<file path="src/rtl/gate_bist_pkg.sv">
// Shared types and constants for the gates-block BIST sequencer:
// FSM states, gate_out bit positions and the golden truth table.
package gate_bist_pkg;

    typedef enum logic [1:0] {
        IDLE   = 2'd0,
        SETTLE = 2'd1,
        CHECK  = 2'd2,
        DONE   = 2'd3
    } state_t;

    localparam int IDX_AND   = 0;
    localparam int IDX_OR    = 1;
    localparam int IDX_NOT_A = 2;
    localparam int IDX_NOT_B = 3;
    localparam int IDX_NAND  = 4;
    localparam int IDX_NOR   = 5;
    localparam int IDX_XOR   = 6;
    localparam int IDX_XNOR  = 7;

    // Entry index is {A,B}; entry 0 is the rightmost element.
    localparam logic [3:0][7:0] GOLDEN_LUT = {8'h83, 8'h5A, 8'h56, 8'hBC};

endpackage

</file>
<file path="src/rtl/gate_bist_golden.sv">
// Combinational golden lookup: expected 8-bit gates-block response for a 2-bit {A,B} vector.
// Zero latency; no flow control.
module gate_bist_golden
    import gate_bist_pkg::*;
(
    input  logic [1:0] vec,
    output logic [7:0] expected
);

    assign expected = GOLDEN_LUT[vec];

endmodule

</file>
<file path="src/rtl/gate_bist_ctrl.sv">
// BIST sequencer: sweeps {A,B} over 00..11 PASSES times, compares gate_out with the golden table.
// Run length 4*PASSES*(SETTLE_CYCLES+1) cycles; start is ignored while busy. Macro GATE_BIST_LOG_EN adds first-failure capture.
module gate_bist_ctrl
    import gate_bist_pkg::*;
#(
    parameter int unsigned SETTLE_CYCLES = 2,
    parameter int unsigned PASSES        = 1,
    parameter int unsigned CNT_W         = 8
) (
    input  logic             clk,
    input  logic             rst,
    input  logic             start,
    input  logic [7:0]       gate_out,
    output logic             drv_a,
    output logic             drv_b,
    output logic             busy,
    output logic             done,
    output logic             pass,
    output logic [CNT_W-1:0] err_count
`ifdef GATE_BIST_LOG_EN
    ,
    output logic             fail_valid,
    output logic [1:0]       fail_vec,
    output logic [7:0]       fail_bits
`endif
);

    localparam logic [3:0]       SETTLE_LAST = 4'(SETTLE_CYCLES - 1);
    localparam logic [7:0]       PASS_LAST   = 8'(PASSES - 1);
    localparam logic [CNT_W-1:0] CNT_ONE     = 1;
    localparam logic [CNT_W-1:0] CNT_MAX     = '1;

    state_t           state_q;
    logic [1:0]       vec_q;
    logic [3:0]       settle_q;
    logic [7:0]       pass_cnt_q;
    logic             busy_q;
    logic             done_q;
    logic             pass_q;
    logic [CNT_W-1:0] err_q;
    logic [CNT_W-1:0] err_d;
    logic [7:0]       expected;
    logic             mismatch;

    gate_bist_golden u_golden (
        .vec      (vec_q),
        .expected (expected)
    );

    assign mismatch = (gate_out != expected);
    assign err_d    = (mismatch && (err_q != CNT_MAX)) ? err_q + CNT_ONE : err_q;

`ifdef GATE_BIST_LOG_EN
    logic       fail_valid_q;
    logic [1:0] fail_vec_q;
    logic [7:0] fail_bits_q;

    always_ff @(posedge clk) begin
        if (rst) begin
            fail_valid_q <= 1'b0;
            fail_vec_q   <= 2'd0;
            fail_bits_q  <= 8'd0;
        end else if (state_q == IDLE && start) begin
            fail_valid_q <= 1'b0;
            fail_vec_q   <= 2'd0;
            fail_bits_q  <= 8'd0;
        end else if (state_q == CHECK && mismatch && !fail_valid_q) begin
            fail_valid_q <= 1'b1;
            fail_vec_q   <= vec_q;
            fail_bits_q  <= gate_out ^ expected;
        end
    end

    assign fail_valid = fail_valid_q;
    assign fail_vec   = fail_vec_q;
    assign fail_bits  = fail_bits_q;
`endif

    always_ff @(posedge clk) begin
        if (rst) begin
            state_q    <= IDLE;
            vec_q      <= 2'd0;
            settle_q   <= 4'd0;
            pass_cnt_q <= 8'd0;
            busy_q     <= 1'b0;
            done_q     <= 1'b0;
            pass_q     <= 1'b0;
            err_q      <= '0;
        end else begin
            done_q <= 1'b0;
            case (state_q)
                IDLE: begin
                    if (start) begin
                        err_q      <= '0;
                        pass_q     <= 1'b0;
                        vec_q      <= 2'd0;
                        pass_cnt_q <= 8'd0;
                        settle_q   <= 4'd0;
                        busy_q     <= 1'b1;
                        state_q    <= SETTLE;
                    end
                end
                SETTLE: begin
                    if (settle_q == SETTLE_LAST) begin
                        settle_q <= 4'd0;
                        state_q  <= CHECK;
                    end else begin
                        settle_q <= settle_q + 4'd1;
                    end
                end
                CHECK: begin
                    err_q <= err_d;
                    if (vec_q != 2'd3) begin
                        vec_q   <= vec_q + 2'd1;
                        state_q <= SETTLE;
                    end else if (pass_cnt_q != PASS_LAST) begin
                        vec_q      <= 2'd0;
                        pass_cnt_q <= pass_cnt_q + 8'd1;
                        state_q    <= SETTLE;
                    end else begin
                        // Verdict uses the count including this final comparison.
                        done_q  <= 1'b1;
                        pass_q  <= (err_d == '0);
                        state_q <= DONE;
                    end
                end
                DONE: begin
                    busy_q  <= 1'b0;
                    state_q <= IDLE;
                end
                default: state_q <= IDLE;
            endcase
        end
    end

    assign drv_a     = vec_q[1];
    assign drv_b     = vec_q[0];
    assign busy      = busy_q;
    assign done      = done_q;
    assign pass      = pass_q;
    assign err_count = err_q;

endmodule

</file>
<file path="config.mk">
export PLATFORM = sky130hd
export DESIGN_NAME = gate_bist_ctrl
export DESIGN_NICKNAME = d
export VERILOG_FILES = /design/src/rtl/gate_bist_pkg.sv /design/src/rtl/gate_bist_golden.sv /design/src/rtl/gate_bist_ctrl.sv
export SDC_FILE = /design/constraint.sdc
export NUM_CORES = 1
export LEC_CHECK = 0
export CAP_MARGIN = 20
export CORE_MARGIN = 8
export CORE_UTILIZATION = 30
export DETAILED_ROUTE_END_ITERATION = 10
export HOLD_SLACK_MARGIN = 0.12
export PLACE_DENSITY = 0.58
export REMOVE_ABC_BUFFERS = 1
export SLEW_MARGIN = 10
export SYNTH_ARGS = -nofsm -noshare
export SYNTH_HDL_FRONTEND = slang
export SYNTH_SLANG_ARGS = --single-unit
</file>
<file path="constraint.sdc">
create_clock -name clk -period 2.6 [get_ports clk]
set_input_delay 0.52 -clock clk [delete_from_list [all_inputs] [get_ports clk]]
set_output_delay 0.52 -clock clk [all_outputs]
set_load 0.01 [all_outputs]
</file>
Clock nets:
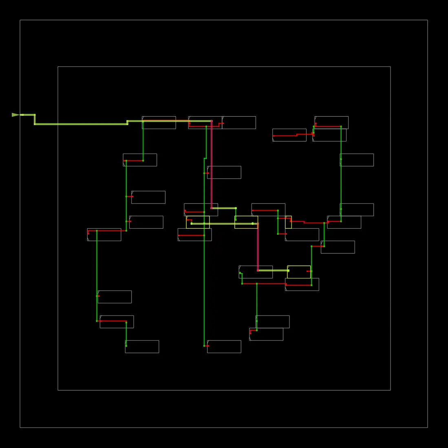
clk sinks: 27
clkbuf count: 4
Late-Pin Clk Latency: 270 ps

I/O nets highlighted:
(4 px per µm)
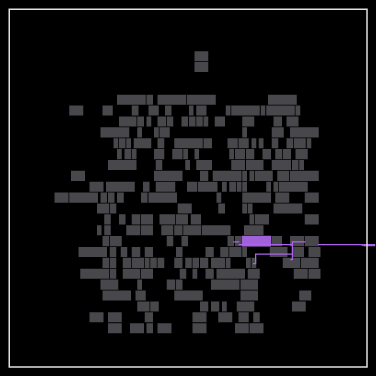
| colour | port | bits | direction | end cells | buffers | wire |
|---|---|---|---|---|---|---|
| purple | drv_b | 1 | output | 1 | 1 | 46.9 µm |
port buffer count: 23
Ports: 24

Placement by cell class:
(4 px per µm) Fill, decap, tap and diode cells in grey.
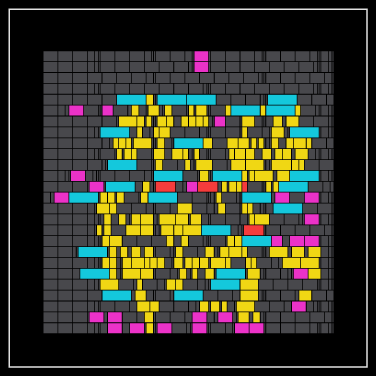
| colour | class | cells |
|---|---|---|
| cyan | registers | 27 |
| yellow | remaining logic cells | 161 |
| red | clock drivers and dummy loads | 4 |
| magenta | remaining buffers and delay cells | 27 |
fraction of area in registers: 0.2748
fin util: 0.3827
final instance area: 1967 µm²
core box area: 5140 µm²
FP Rows: 26

Signal wires on met2:
(6 px per µm)
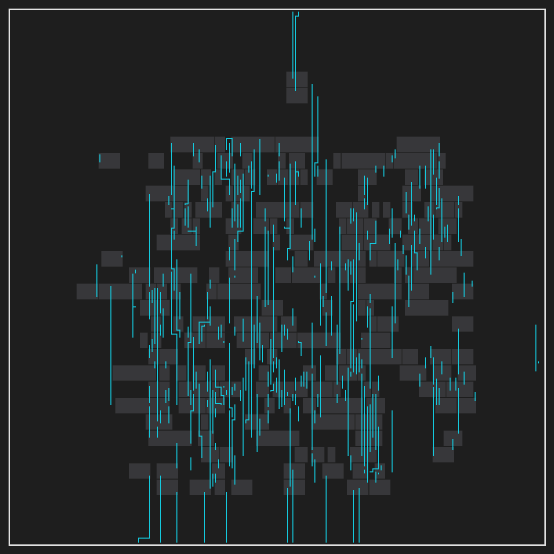
wire length on this layer: 1530 µm
main direction: vertical
nets with wire on the layer: 193
longest straight run: 41.0 µm
share of all routed wire: 42%
GR Layer Usage met2: 0.1664
total number of vias: 1413

==> per-stage QoR <==
stage	hold slack, ps	area [µm²]	instances	setup WS [ps]
2_1_floorplan	451.8	1574	188	592.5
3_3_place_gp	476.1	1922	285	159.7
3_5_place_dp	484.3	1922	285	142.9
4_1_cts	499.5	1967	289	358.4
5_1_grt	539.0	1967	289	183.7
6_report	493.1	1967	289	340.9
==> cell families after synthesis <==
family          count (synthesis)
simple gates                   77
fa+ha+maj                      10
mux                             1
buf+inv                        16
flops                          27
compound gates                 49
xor+xnor                       13
==> worst reg2reg max path, delay by kind of cell (launching register included) <==
kind	cells	cell delay, ps
compound gates	3	640
simple gates	2	590
flops	1	430
fa+ha+maj	1	210
xor+xnor	1	170
buf+inv	1	110
==> cells in the mapped netlist, drive strengths merged, types with 3 or more instances <==
cell type / number
o21bai: 3
ha: 10
a211oi: 3
xnor2: 7
a21oi: 22
clkbuf: 3
dfxtp: 27
nor2: 24
xor2: 6
nand3: 17
and3: 6
nor3: 7
inv: 11
nand2b: 4
or3: 3
a31oi: 6
nand2: 6
o21ai: 6
==> registers in the layout, indices dropped and copies added (netlist names) <==
| register | flops |
|---|---|
| settle_q | 4 |
| err_count | 8 |
| done | 1 |
| state_q | 2 |
| pass_cnt_q | 8 |
| vec_q | 2 |
| busy | 1 |
| pass | 1 |
==> final cells by class <==
class / instances / area share
repair buffers: 27 / 0.1323
well taps: 70 / 0.04453
flip-flops and latches: 27 / 0.2748
multi-input cells: 150 / 0.5045
clock buffers: 4 / 0.02290
inverters: 11 / 0.02099
==> metal layers <==
layer | track usage | vias up
met4 | 0.02417 | 0
met2 | 0.1664 | 27
met1 | 0.1254 | 636
li1 | - | 746
met5 | 0 | -
met3 | 0.03676 | 4
==> path summary, 6_finish.rpt <==
kind	from	end	slack, ps
setup / recovery	vec_q[0]	pass	340
setup reg to reg	vec_q[0]	pass	340
hold reg to reg	settle_q[3]	settle_q[3]	490
hold / removal	settle_q[3]	settle_q[3]	490
==> power by group through the flow <==
stage / logic [W] / registers, W / clock network (W)
floorplan: 0.0000700 / 0.000445 / 0
global placement: 0.000124 / 0.000446 / 0
detailed placement: 0.000124 / 0.000446 / 0
CTS: 0.000125 / 0.000437 / 0.000251
global route: 0.000139 / 0.000439 / 0.000260
finish: 0.000123 / 0.000436 / 0.000237
==> metrics.cfg <==
[job]
log.warning_count = 31
drv_cap = 0

[worst_setup_path]
crit_path_end_kind = flop
cpMaxStageDelayCell = dfxtp_1
cp_top_family = AND-OR/OR-AND gates

[pwr]
p_leak_nw = 0.7190
vdd_ir_drop_max_mv = 0.2225
power.density_nw_per_um2 = 405.3
seq_power_share = 0.547
internal_power_w = 0.0005897
clkPwrFrac = 0.298
total_power_w = 0.0007972

[final_timing]
period_needed_ps = 2259
final_max_slew_viol_count = 0
hold_viol = 0

[synth]
syn_area_um2 = 1602
synthTopLogicFamily = simple AND/OR/NAND/NOR gates
syn_avg_cell_area_um2 = 8.298
yosys.area_share.adder = 0.07813

[die]
die_w_um = 89.07

[outcome]
status = complete, no violations

[clocking]
numCtsBuffers = 3

[layout]
post_route_cells_drive_above_1_share = 0.09132
comb_area_um2 = 992.2

[place]
gp_routability_congestion = 0.7682

No activity file was given, so power comes from the tool's default toggle rates.
